run_1/class_map.png
Bar = 50 um.
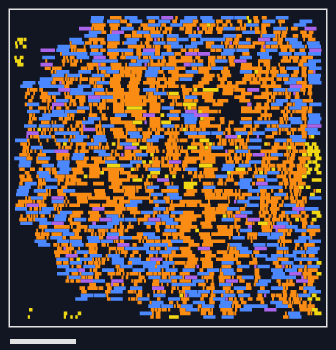
run_1/m2.png
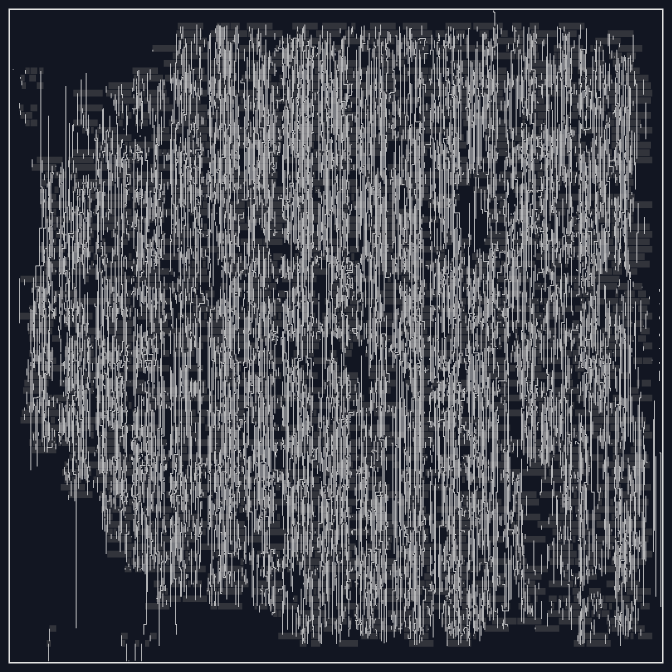
run_1/placed.png
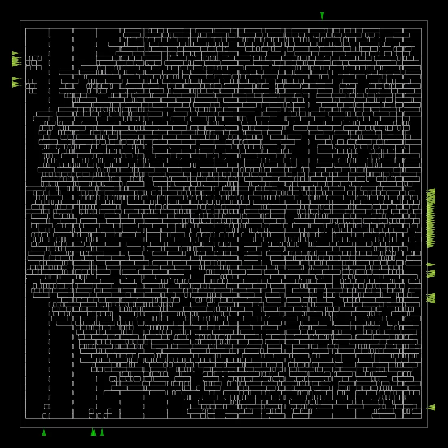
run_1/gates.png
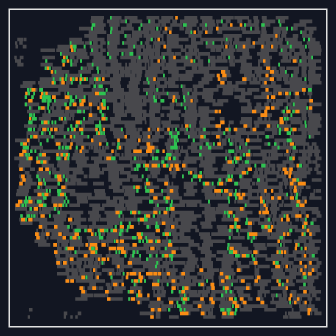
<file path="src/rtl/free_list_mw_if.sv">
// Rename-stage free list bundle: alloc, free, checkpoint and flush signals.
// master drives requests, slave (the free list) returns grants and status.
interface free_list_mw_if #(
  parameter int PHYS_REGS = 64,
  parameter int ALLOC_W   = 2,
  parameter int FREE_W    = 2,
  parameter int CKPT_N    = 4
);
  localparam int PHYS_W = $clog2(PHYS_REGS);
  localparam int CK_W   = $clog2(CKPT_N);
  localparam int CNT_W  = $clog2(PHYS_REGS + 1);

  logic [ALLOC_W-1:0]        alloc_req;
  logic                      alloc_ok;
  logic [ALLOC_W*PHYS_W-1:0] alloc_pd;
  logic [FREE_W-1:0]         free_valid;
  logic [FREE_W*PHYS_W-1:0]  free_pd;
  logic                      ckpt_take;
  logic                      ckpt_ready;
  logic [CK_W-1:0]           ckpt_id;
  logic                      ckpt_release;
  logic                      restore_valid;
  logic [CK_W-1:0]           restore_id;
  logic                      flush_valid;
  logic [CNT_W-1:0]          free_count;
  logic                      err_overflow;

  modport master (
    output alloc_req, free_valid, free_pd,
    output ckpt_take, ckpt_release,
    output restore_valid, restore_id, flush_valid,
    input  alloc_ok, alloc_pd, ckpt_ready,
    input  ckpt_id, free_count, err_overflow
  );

  modport slave (
    input  alloc_req, free_valid, free_pd,
    input  ckpt_take, ckpt_release,
    input  restore_valid, restore_id, flush_valid,
    output alloc_ok, alloc_pd, ckpt_ready,
    output ckpt_id, free_count, err_overflow
  );
endinterface

</file>
<file path="src/rtl/free_list_mw.sv">
// Multi-wide physical register free list with branch checkpoints.
// Ring of free PDs; head/tail carry a wrap bit, snapshots rewind head.
module free_list_mw #(
  parameter int PHYS_REGS = 64,
  parameter int ARCH_REGS = 32,
  parameter int ALLOC_W   = 2,
  parameter int FREE_W    = 2,
  parameter int CKPT_N    = 4
) (
  input logic           clk,
  input logic           rst_n,
  free_list_mw_if.slave bus
);
  localparam int PHYS_W = $clog2(PHYS_REGS);
  localparam int PTR_W  = PHYS_W + 1;
  localparam int CK_W   = $clog2(CKPT_N);
  localparam int CNT_W  = $clog2(PHYS_REGS + 1);
  localparam int NFREE  = PHYS_REGS - ARCH_REGS;

  localparam logic [PTR_W-1:0] P_ONE   = PTR_W'(1);
  localparam logic [PTR_W-1:0] P_NFREE = PTR_W'(NFREE);
  localparam logic [CK_W-1:0]  K_ONE   = CK_W'(1);
  localparam logic [CK_W:0]    C_ONE   = (CK_W+1)'(1);
  localparam logic [CK_W:0]    C_FULL  = (CK_W+1)'(CKPT_N);

  logic [PHYS_W-1:0] ring_q [PHYS_REGS];
  logic [PTR_W-1:0]  snap_q [CKPT_N];

  logic [PTR_W-1:0] head_q, head_d;
  logic [PTR_W-1:0] tail_q, tail_d;
  logic [CK_W-1:0]  ck_head_q, ck_head_d;
  logic [CK_W-1:0]  ck_tail_q, ck_tail_d;
  logic [CK_W:0]    ck_cnt_q, ck_cnt_d;
  logic             err_q, err_d;

  logic [PTR_W-1:0]  fcnt, n_alloc, n_free;
  logic [PTR_W-1:0]  head_alloc, occ_d;
  logic [PHYS_W-1:0] f_idx [FREE_W];
  logic [ALLOC_W*PHYS_W-1:0] pd_bus;
  logic              alloc_ok, ck_ready;
  logic              take, rel;
  logic [CK_W-1:0]   rs_off;

  function automatic logic [PHYS_W-1:0] ring_init(int i);
    return (i < NFREE) ? PHYS_W'(ARCH_REGS + i) : '0;
  endfunction

  assign fcnt = tail_q - head_q;

  // lane k reads the slot past the requests of lower lanes
  always_comb begin : alloc_lanes
    logic [PHYS_W-1:0] idx;
    n_alloc = '0;
    pd_bus  = '0;
    for (int k = 0; k < ALLOC_W; k++) begin
      idx = head_q[PHYS_W-1:0] + n_alloc[PHYS_W-1:0];
      pd_bus[k*PHYS_W +: PHYS_W] = ring_q[idx];
      if (bus.alloc_req[k]) n_alloc = n_alloc + P_ONE;
    end
  end

  always_comb begin : free_lanes
    n_free = '0;
    for (int k = 0; k < FREE_W; k++) begin
      f_idx[k] = tail_q[PHYS_W-1:0] + n_free[PHYS_W-1:0];
      if (bus.free_valid[k]) n_free = n_free + P_ONE;
    end
  end

  assign alloc_ok = (fcnt >= n_alloc) &&
                    !bus.restore_valid && !bus.flush_valid;
  assign ck_ready = ck_cnt_q < C_FULL;
  assign take = bus.ckpt_take && ck_ready &&
                !bus.restore_valid && !bus.flush_valid;
  assign rel = bus.ckpt_release && (ck_cnt_q != '0);
  assign head_alloc = alloc_ok ? head_q + n_alloc : head_q;
  assign rs_off = bus.restore_id - ck_head_q;

  always_comb begin : next_state
    head_d    = head_alloc;
    tail_d    = tail_q + n_free;
    ck_head_d = rel ? ck_head_q + K_ONE : ck_head_q;
    ck_tail_d = take ? ck_tail_q + K_ONE : ck_tail_q;
    ck_cnt_d  = take ? ck_cnt_q + C_ONE : ck_cnt_q;
    if (bus.restore_valid) begin
      head_d    = snap_q[bus.restore_id];
      ck_tail_d = bus.restore_id + K_ONE;
      ck_cnt_d  = {1'b0, rs_off} + C_ONE;
    end
    if (rel) ck_cnt_d = ck_cnt_d - C_ONE;
    occ_d = tail_d - head_d;
    err_d = err_q | ((n_free != '0) && (occ_d > P_NFREE));
  end

  always_ff @(posedge clk or negedge rst_n) begin : ptr_reg
    if (!rst_n) begin
      head_q    <= '0;
      tail_q    <= P_NFREE;
      ck_head_q <= '0;
      ck_tail_q <= '0;
      ck_cnt_q  <= '0;
      err_q     <= 1'b0;
    end else if (bus.flush_valid) begin
      head_q    <= '0;
      tail_q    <= P_NFREE;
      ck_head_q <= '0;
      ck_tail_q <= '0;
      ck_cnt_q  <= '0;
      err_q     <= 1'b0;
    end else begin
      head_q    <= head_d;
      tail_q    <= tail_d;
      ck_head_q <= ck_head_d;
      ck_tail_q <= ck_tail_d;
      ck_cnt_q  <= ck_cnt_d;
      err_q     <= err_d;
    end
  end

  always_ff @(posedge clk or negedge rst_n) begin : ring_reg
    if (!rst_n) begin
      for (int i = 0; i < PHYS_REGS; i++) ring_q[i] <= ring_init(i);
    end else if (bus.flush_valid) begin
      for (int i = 0; i < PHYS_REGS; i++) ring_q[i] <= ring_init(i);
    end else begin
      for (int k = 0; k < FREE_W; k++) begin
        if (bus.free_valid[k])
          ring_q[f_idx[k]] <= bus.free_pd[k*PHYS_W +: PHYS_W];
      end
    end
  end

  // snapshot is the head after this cycle's grant
  always_ff @(posedge clk or negedge rst_n) begin : snap_reg
    if (!rst_n) begin
      for (int i = 0; i < CKPT_N; i++) snap_q[i] <= '0;
    end else if (take) begin
      snap_q[ck_tail_q] <= head_alloc;
    end
  end

  assign bus.alloc_ok     = alloc_ok;
  assign bus.alloc_pd     = pd_bus;
  assign bus.ckpt_ready   = ck_ready;
  assign bus.ckpt_id      = ck_tail_q;
  assign bus.free_count   = CNT_W'(fcnt);
  assign bus.err_overflow = err_q;

  a_restore_live : assert property (
    @(posedge clk) disable iff (!rst_n)
    (bus.restore_valid && !bus.flush_valid)
      |-> ({1'b0, rs_off} < ck_cnt_q)
  );
endmodule
</file>
<file path="src/flat_wrapper.sv">
// flat-port wrapper written by rule: the top's interface ports become plain ports
module free_list_mw_flat 
#(
  parameter int PHYS_REGS = 64,
  parameter int ARCH_REGS = 32,
  parameter int ALLOC_W   = 2,
  parameter int FREE_W    = 2,
  parameter int CKPT_N    = 4
)
  (clk, rst_n, bus_alloc_req, bus_free_valid, bus_free_pd, bus_ckpt_take, bus_ckpt_release, bus_restore_valid, bus_restore_id, bus_flush_valid, bus_alloc_ok, bus_alloc_pd, bus_ckpt_ready, bus_ckpt_id, bus_free_count, bus_err_overflow);
  free_list_mw_if #(.PHYS_REGS(PHYS_REGS), .ALLOC_W(ALLOC_W), .FREE_W(FREE_W), .CKPT_N(CKPT_N)) bus_i ();
  input logic clk;
  input logic rst_n;
  input wire logic [$bits(bus_i.alloc_req)-1:0] bus_alloc_req;
  input wire logic [$bits(bus_i.free_valid)-1:0] bus_free_valid;
  input wire logic [$bits(bus_i.free_pd)-1:0] bus_free_pd;
  input wire logic [$bits(bus_i.ckpt_take)-1:0] bus_ckpt_take;
  input wire logic [$bits(bus_i.ckpt_release)-1:0] bus_ckpt_release;
  input wire logic [$bits(bus_i.restore_valid)-1:0] bus_restore_valid;
  input wire logic [$bits(bus_i.restore_id)-1:0] bus_restore_id;
  input wire logic [$bits(bus_i.flush_valid)-1:0] bus_flush_valid;
  output wire logic [$bits(bus_i.alloc_ok)-1:0] bus_alloc_ok;
  output wire logic [$bits(bus_i.alloc_pd)-1:0] bus_alloc_pd;
  output wire logic [$bits(bus_i.ckpt_ready)-1:0] bus_ckpt_ready;
  output wire logic [$bits(bus_i.ckpt_id)-1:0] bus_ckpt_id;
  output wire logic [$bits(bus_i.free_count)-1:0] bus_free_count;
  output wire logic [$bits(bus_i.err_overflow)-1:0] bus_err_overflow;
  assign bus_i.alloc_req = bus_alloc_req;
  assign bus_i.free_valid = bus_free_valid;
  assign bus_i.free_pd = bus_free_pd;
  assign bus_i.ckpt_take = bus_ckpt_take;
  assign bus_i.ckpt_release = bus_ckpt_release;
  assign bus_i.restore_valid = bus_restore_valid;
  assign bus_i.restore_id = bus_restore_id;
  assign bus_i.flush_valid = bus_flush_valid;
  assign bus_alloc_ok = bus_i.alloc_ok;
  assign bus_alloc_pd = bus_i.alloc_pd;
  assign bus_ckpt_ready = bus_i.ckpt_ready;
  assign bus_ckpt_id = bus_i.ckpt_id;
  assign bus_free_count = bus_i.free_count;
  assign bus_err_overflow = bus_i.err_overflow;
  free_list_mw #(.PHYS_REGS(PHYS_REGS), .ARCH_REGS(ARCH_REGS), .ALLOC_W(ALLOC_W), .FREE_W(FREE_W), .CKPT_N(CKPT_N)) u_core (.clk(clk), .rst_n(rst_n), .bus(bus_i));
endmodule
</file>
<file path="config.mk">
export PLATFORM = sky130hd
export DESIGN_NAME = free_list_mw_flat
export DESIGN_NICKNAME = d
export VERILOG_FILES = /design/src/rtl/free_list_mw_if.sv /design/src/rtl/free_list_mw.sv /design/src/flat_wrapper.sv
export SDC_FILE = /design/constraint.sdc
export NUM_CORES = 1
export LEC_CHECK = 0
export CAP_MARGIN = 20
export CORE_MARGIN = 3
export CORE_UTILIZATION = 55
export CTS_CLUSTER_SIZE = 10
export DETAILED_ROUTE_END_ITERATION = 10
export PLACE_DENSITY = 0.71
export REMOVE_ABC_BUFFERS = 1
export SETUP_SLACK_MARGIN = 0.3
export SYNTH_ARGS = -nofsm -noshare
export SYNTH_HDL_FRONTEND = slang
export SYNTH_SLANG_ARGS = --single-unit
</file>
<file path="constraint.sdc">
create_clock -name clk -period 8.22 [get_ports clk]
set_input_delay 2.466 -clock clk [delete_from_list [all_inputs] [get_ports clk]]
set_output_delay 2.466 -clock clk [all_outputs]
set_load 0.005 [all_outputs]
</file>
==> GITHUB_STEP_SUMMARY, run 1 <==
## Implementation flow summary

| Metric | Value |
|---|---|
| Cell occurring most often along the worst timing path | sky130_fd_sc_hd__mux4_2 |
| Worst slack on hold paths | between 400 and 500 ps |
| Post-synth tally of flip-flops with integrated enable | 0 |
| Lkg Pwr | approximately 12 nW |
| Antenna violation net count after detailed routing | 0 |
| Maximum resistive drop on vdd | ~150 uV |
| Antenna violations before repair | 3 |
| Die Span Y | roughly 240 um |
| Chip area line of the yosys report | 29720 um^2 |
| Biggest area consumer among cell classes | combinational gates |
| Area overhead of the layout relative to synthesis | 8.500% |
| Post-Route Setup TNS | 0 ps |
| Total number of vias | about 26000 |
| Final period utilization | between 90% and 100% |
| Top area cells in the synthesized netlist | sky130_fd_sc_hd__dfrtp_1, sky130_fd_sc_hd__mux4_2, sky130_fd_sc_hd__dfstp_2, sky130_fd_sc_hd__mux2i_1, sky130_fd_sc_hd__nand2_1 |
| Hold Violations, Final | 0 |
| Clock tree from TritonCTS | yes |
| Status | finished clean |
| Data required time of the critical path | 5750 ps |
| Number of inserted diodes | 3 |
| Fraction of final layout cells with drive strength greater than 1 | a little over a fifth |
| Floorplan core density | 56.11% |
| Main logic family after synthesis | multiplexers |
| Top-count cell post-synth | sky130_fd_sc_hd__nand2_1 |
| Arrival time at the worst endpoint | about 5400 ps |
| Power in combinational cells | between 1 and 1.5 mW |
| Number of non-clock inverters | 33 |
| Initial detailed-routing violation count | 3319 |
| Crit-path slowest cell | sky130_fd_sc_hd__mux4_2 |
| Largest registers | u_core.ring_q x384, u_core.snap_q x28 |
| Reg-to-reg critical path endpoint | u_core.bus.err_overflow$_DFF_PN0_ |
| Pre-antenna DRT Iters | 7 |
| Final max-slew violation count | 0 |
| Hold Startpoint | u_core.snap_q[1]$_DFFE_PN0P_ |
| Flip-flop count of the largest register, all copies and words added | between 300 and 400 |
| Number of logged tool warnings | 35 |
| Worst path setup slack after routing | about 340 ps |
| And+or+nand+nor area frac | about 14% |
| Area of the die | between 50000 and 60000 um^2 |
| R2r worst-path depth | 18 |
| Average routed wire per standard cell | around 31 um |
| I/O pins | between 40 and 50 |
| Placer's final routability congestion estimate | between 0.9 and 1 |
| Worst path bufs/invs | 4 |
| Leading power group | sequential cells |
| Top sig layer | met5 |
| Pint | 4.049 mW |
| Count of instantiated cells in the yosys netlist | roughly 2900 |
| Area share of the largest cell type after synthesis | between 20% and 30% |
| P per Cell Area | around 180 nW/um^2 |
| Cell accounting for the most synthesized area | sky130_fd_sc_hd__dfrtp_1 |
| Kind of path behind the tightest hold check | flop to flop |
| Area after detailed placement | around 30000 um^2 |
| Count of plain and timing-repair buffers | between 100 and 150 |
| Quantity of I/O buffers inserted on ports | 47 |
| Xor and xnor area share after synthesis | 0.8546% |
| Critical path's top delay family | multiplexers |
| Cell variety after synth | around 70 |
| Via density per instance | between 7 and 8 |
| Synth top cells by count | sky130_fd_sc_hd__nand2_1, sky130_fd_sc_hd__nor2_1, sky130_fd_sc_hd__dfrtp_1 |
| Number of standard cells after synthesis | a little under 3000 |
| DRC violation count after routing | 0 |
| Wire length of the first global-routing pass | approximately 160 mm |
| Met2 wire len | around 47 mm |
| Flops after synth | approximately 430 |
| Minimum clock period | around 7900 ps |
| P_sw | between 1.5 and 2 mW |
| CTS Buf Count | approximately 52 |
| Worst Hold Endpoint | u_core.snap_q[1]$_DFFE_PN0P_ |
| Register containing the most flip-flops in the final layout | u_core.ring_q |
| #MultiIn Comb | between 2000 and 2500 |
| Power consumed by the clock network | 2.20 mW |
| Clock network power share | a little under two fifths |
| Series of cell instances along the critical path | clkdlybuf4s15_2 -> ha_4 -> buf_4 -> bufbuf_16 -> mux4_2 -> mux4_2 -> mux4_2 -> dlygate4sd2_1 |
| Clk ins delay skew pair | 630 ps |
| Portion of total power attributed to sequential cells | 39.9% |
| Placed Instances | 3413 |
| Upper clock frequency limit | 0.1270 GHz |
| Post-synthesis share of cell area spent on and-or and or-and gates | a little under an eighth |
| Share of final layout cell area taken by clock buffers and inverters | a little under 5% |
| Unrepaired setup endpoints after global routing | no |
| Total power | 5.880 mW |
| Crit end category | primary output |
| Non-clock buffers, area share | about 3.7% |
| Number of warnings printed during yosys synthesis | 0 |
| Met3 layer wire length in the routed design | 14.78 mm |
-- class_map.png (at the start) --
- blue: registers (cells 434; share of their area 35%)
- yellow: remaining buffers and delay cells (cells 117; share of their area 3.8%)
- purple: clock drivers and dummy loads (cells 90; share of their area 5.0%)
- orange: remaining logic cells (cells 2181; share of their area 56%)
final core area utilization: 60.88%
Design Area, Final: 32250 um^2
flop share of the area: 34.14%
site row count: 84
area of the core region: 52970 um^2

-- m2.png (at the start) --
- longest straight run: 75.1 um
- share of all routed wire: 43%
- nets with wire on the layer: 2380
- main direction: vertical
- wire length on this layer: 46.8 mm

-- placed.png (at the start) --
sequential cell count of the final layout: 434
well tap count: 688
filler instances: 4288
count of placed standard cells in the final layout, fillers left out: 3513

-- gates.png (at the start) --
- orange: aoi and oai cells (cells 450; where spread over the die)
- green: nand cells (cells 577; where spread over the die)
Top cell excl fill/tap: sky130_fd_sc_hd__nand2_1
share of cell area taken by multi-input logic gates: 54.25%

==> run 2, diff against run 1 <==
--- a/config.mk
+++ b/config.mk
@@ -10,6 +10,7 @@
 export CORE_UTILIZATION = 55
 export CTS_CLUSTER_SIZE = 10
 export DETAILED_ROUTE_END_ITERATION = 10
+export GPL_ROUTABILITY_DRIVEN = 0
 export PLACE_DENSITY = 0.71
 export REMOVE_ABC_BUFFERS = 1
 export SETUP_SLACK_MARGIN = 0.3
run_2/placed.png
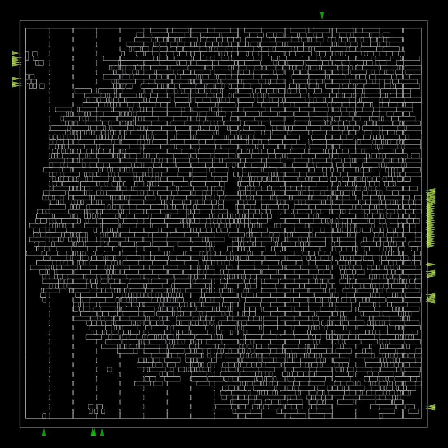
filler instances: 4222
final core area utilization: 60.93%
flop share of the area: 34.11%

==> run 2 against run 1 <==
  * Clock skew down 11 ps
  * Final cell count down 0.23%
  * Hold slack better by 7.7 ps
  * Area after synthesis unchanged
  * Clock-buffer cell count down 2
  * Largest power group unchanged
==> GITHUB_STEP_SUMMARY, run 2 <==
## Implementation flow summary

| Metric | Value |
|---|---|
| Post-synth tally of flip-flops with integrated enable | 0 |
| Number of non-clock inverters | 33 |
| Worst path bufs/invs | 4 |
| Area overhead of the layout relative to synthesis | 8.592% |
| Power consumed by the clock network | roughly 2.3 mW |
| Non-clock buffers, area share | roughly 3.7% |
| Well tap count | roughly 690 |
| Total number of vias | ~26000 |
| P per Cell Area | about 180 nW/um^2 |
| Reg-to-reg critical path endpoint | u_core.bus.err_overflow$_DFF_PN0_ |
| Share of cell area taken by multi-input logic gates | 54.20% |
| Arrival time at the worst endpoint | around 5400 ps |
| Die Span Y | roughly 240 um |
| Lkg Pwr | between 10 and 15 nW |
| Initial detailed-routing violation count | between 3000 and 4000 |
| Met3 layer wire length in the routed design | ~16 mm |
| Number of inserted diodes | 0 |
| Area share of the largest cell type after synthesis | a little over a quarter |
| Post-Route Setup TNS | 0 ps |
| Biggest area consumer among cell classes | combinational gates |
| R2r worst-path depth | 18 |
| Critical path's top delay family | multiplexers |
| Upper clock frequency limit | about 0.13 GHz |
| I/O pins | around 48 |
| Antenna violations before repair | 4 |
| Chip area line of the yosys report | slightly below 30000 um^2 |
| Largest registers | u_core.ring_q x384, u_core.snap_q x28 |
| Pint | 4.083 mW |
| Xor and xnor area share after synthesis | less than 1% |
| Wire length of the first global-routing pass | 162.0 mm |
| Pre-antenna DRT Iters | 7 |
| Worst Hold Endpoint | u_core.snap_q[5]$_DFFE_PN0P_ |
| CTS Buf Count | 52 |
| Total power | slightly below 6 mW |
| Minimum clock period | 7852 ps |
| Main logic family after synthesis | multiplexers |
| Kind of path behind the tightest hold check | flop to flop |
| Flip-flop count of the largest register, all copies and words added | approximately 380 |
| Crit end category | primary output |
| Number of warnings printed during yosys synthesis | 0 |
| Via density per instance | approximately 7.5 |
| Hold Violations, Final | 0 |
| #MultiIn Comb | 2148 |
| Antenna violation net count after detailed routing | 0 |
| Area after detailed placement | between 30000 and 40000 um^2 |
| Count of plain and timing-repair buffers | approximately 120 |
| Clock tree from TritonCTS | yes |
| Count of placed standard cells in the final layout, fillers left out | between 3000 and 4000 |
| Final period utilization | between 90 and 100% |
| Crit-path slowest cell | sky130_fd_sc_hd__mux4_2 |
| Register containing the most flip-flops in the final layout | u_core.ring_q |
| Top cell excl fill/tap | sky130_fd_sc_hd__nand2_1 |
| Maximum resistive drop on vdd | roughly 160 uV |
| Series of cell instances along the critical path | clkdlybuf4s15_2 -> ha_4 -> buf_4 -> buf_12 -> mux4_2 -> mux4_2 -> mux4_2 -> dlygate4sd2_1 |
| Worst path setup slack after routing | roughly 370 ps |
| Number of standard cells after synthesis | 2915 |
| Top-count cell post-synth | sky130_fd_sc_hd__nand2_1 |
| Cell occurring most often along the worst timing path | sky130_fd_sc_hd__mux4_2 |
| Count of instantiated cells in the yosys netlist | ~3000 |
| Area of the core region | around 53000 um^2 |
| Hold Startpoint | u_core.snap_q[5]$_DFFE_PN0P_ |
| Flops after synth | roughly 430 |
| Data required time of the critical path | about 5800 ps |
| Top area cells in the synthesized netlist | sky130_fd_sc_hd__dfrtp_1, sky130_fd_sc_hd__mux4_2, sky130_fd_sc_hd__dfstp_2, sky130_fd_sc_hd__mux2i_1, sky130_fd_sc_hd__nand2_1 |
| Cell variety after synth | about 70 |
| Average routed wire per standard cell | a little over 30 um |
| Fraction of final layout cells with drive strength greater than 1 | approximately 22% |
| Share of final layout cell area taken by clock buffers and inverters | under 10% |
| Status | finished clean |
run_2/clock_wires.png
Bar = 50 um.
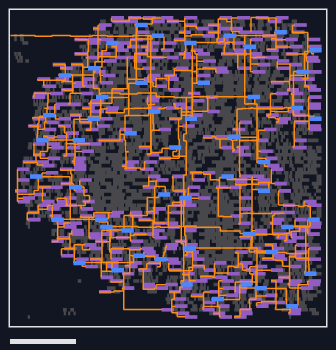
- purple: flip-flops (count 434)
- blue: clock-net drivers (count 52)
- orange: clock wires (length 6360 um)
- flops lie: spread over the die
- routed clock nets: 53

Power figures rest on the tool's default switching activity, not on a simulated workload.
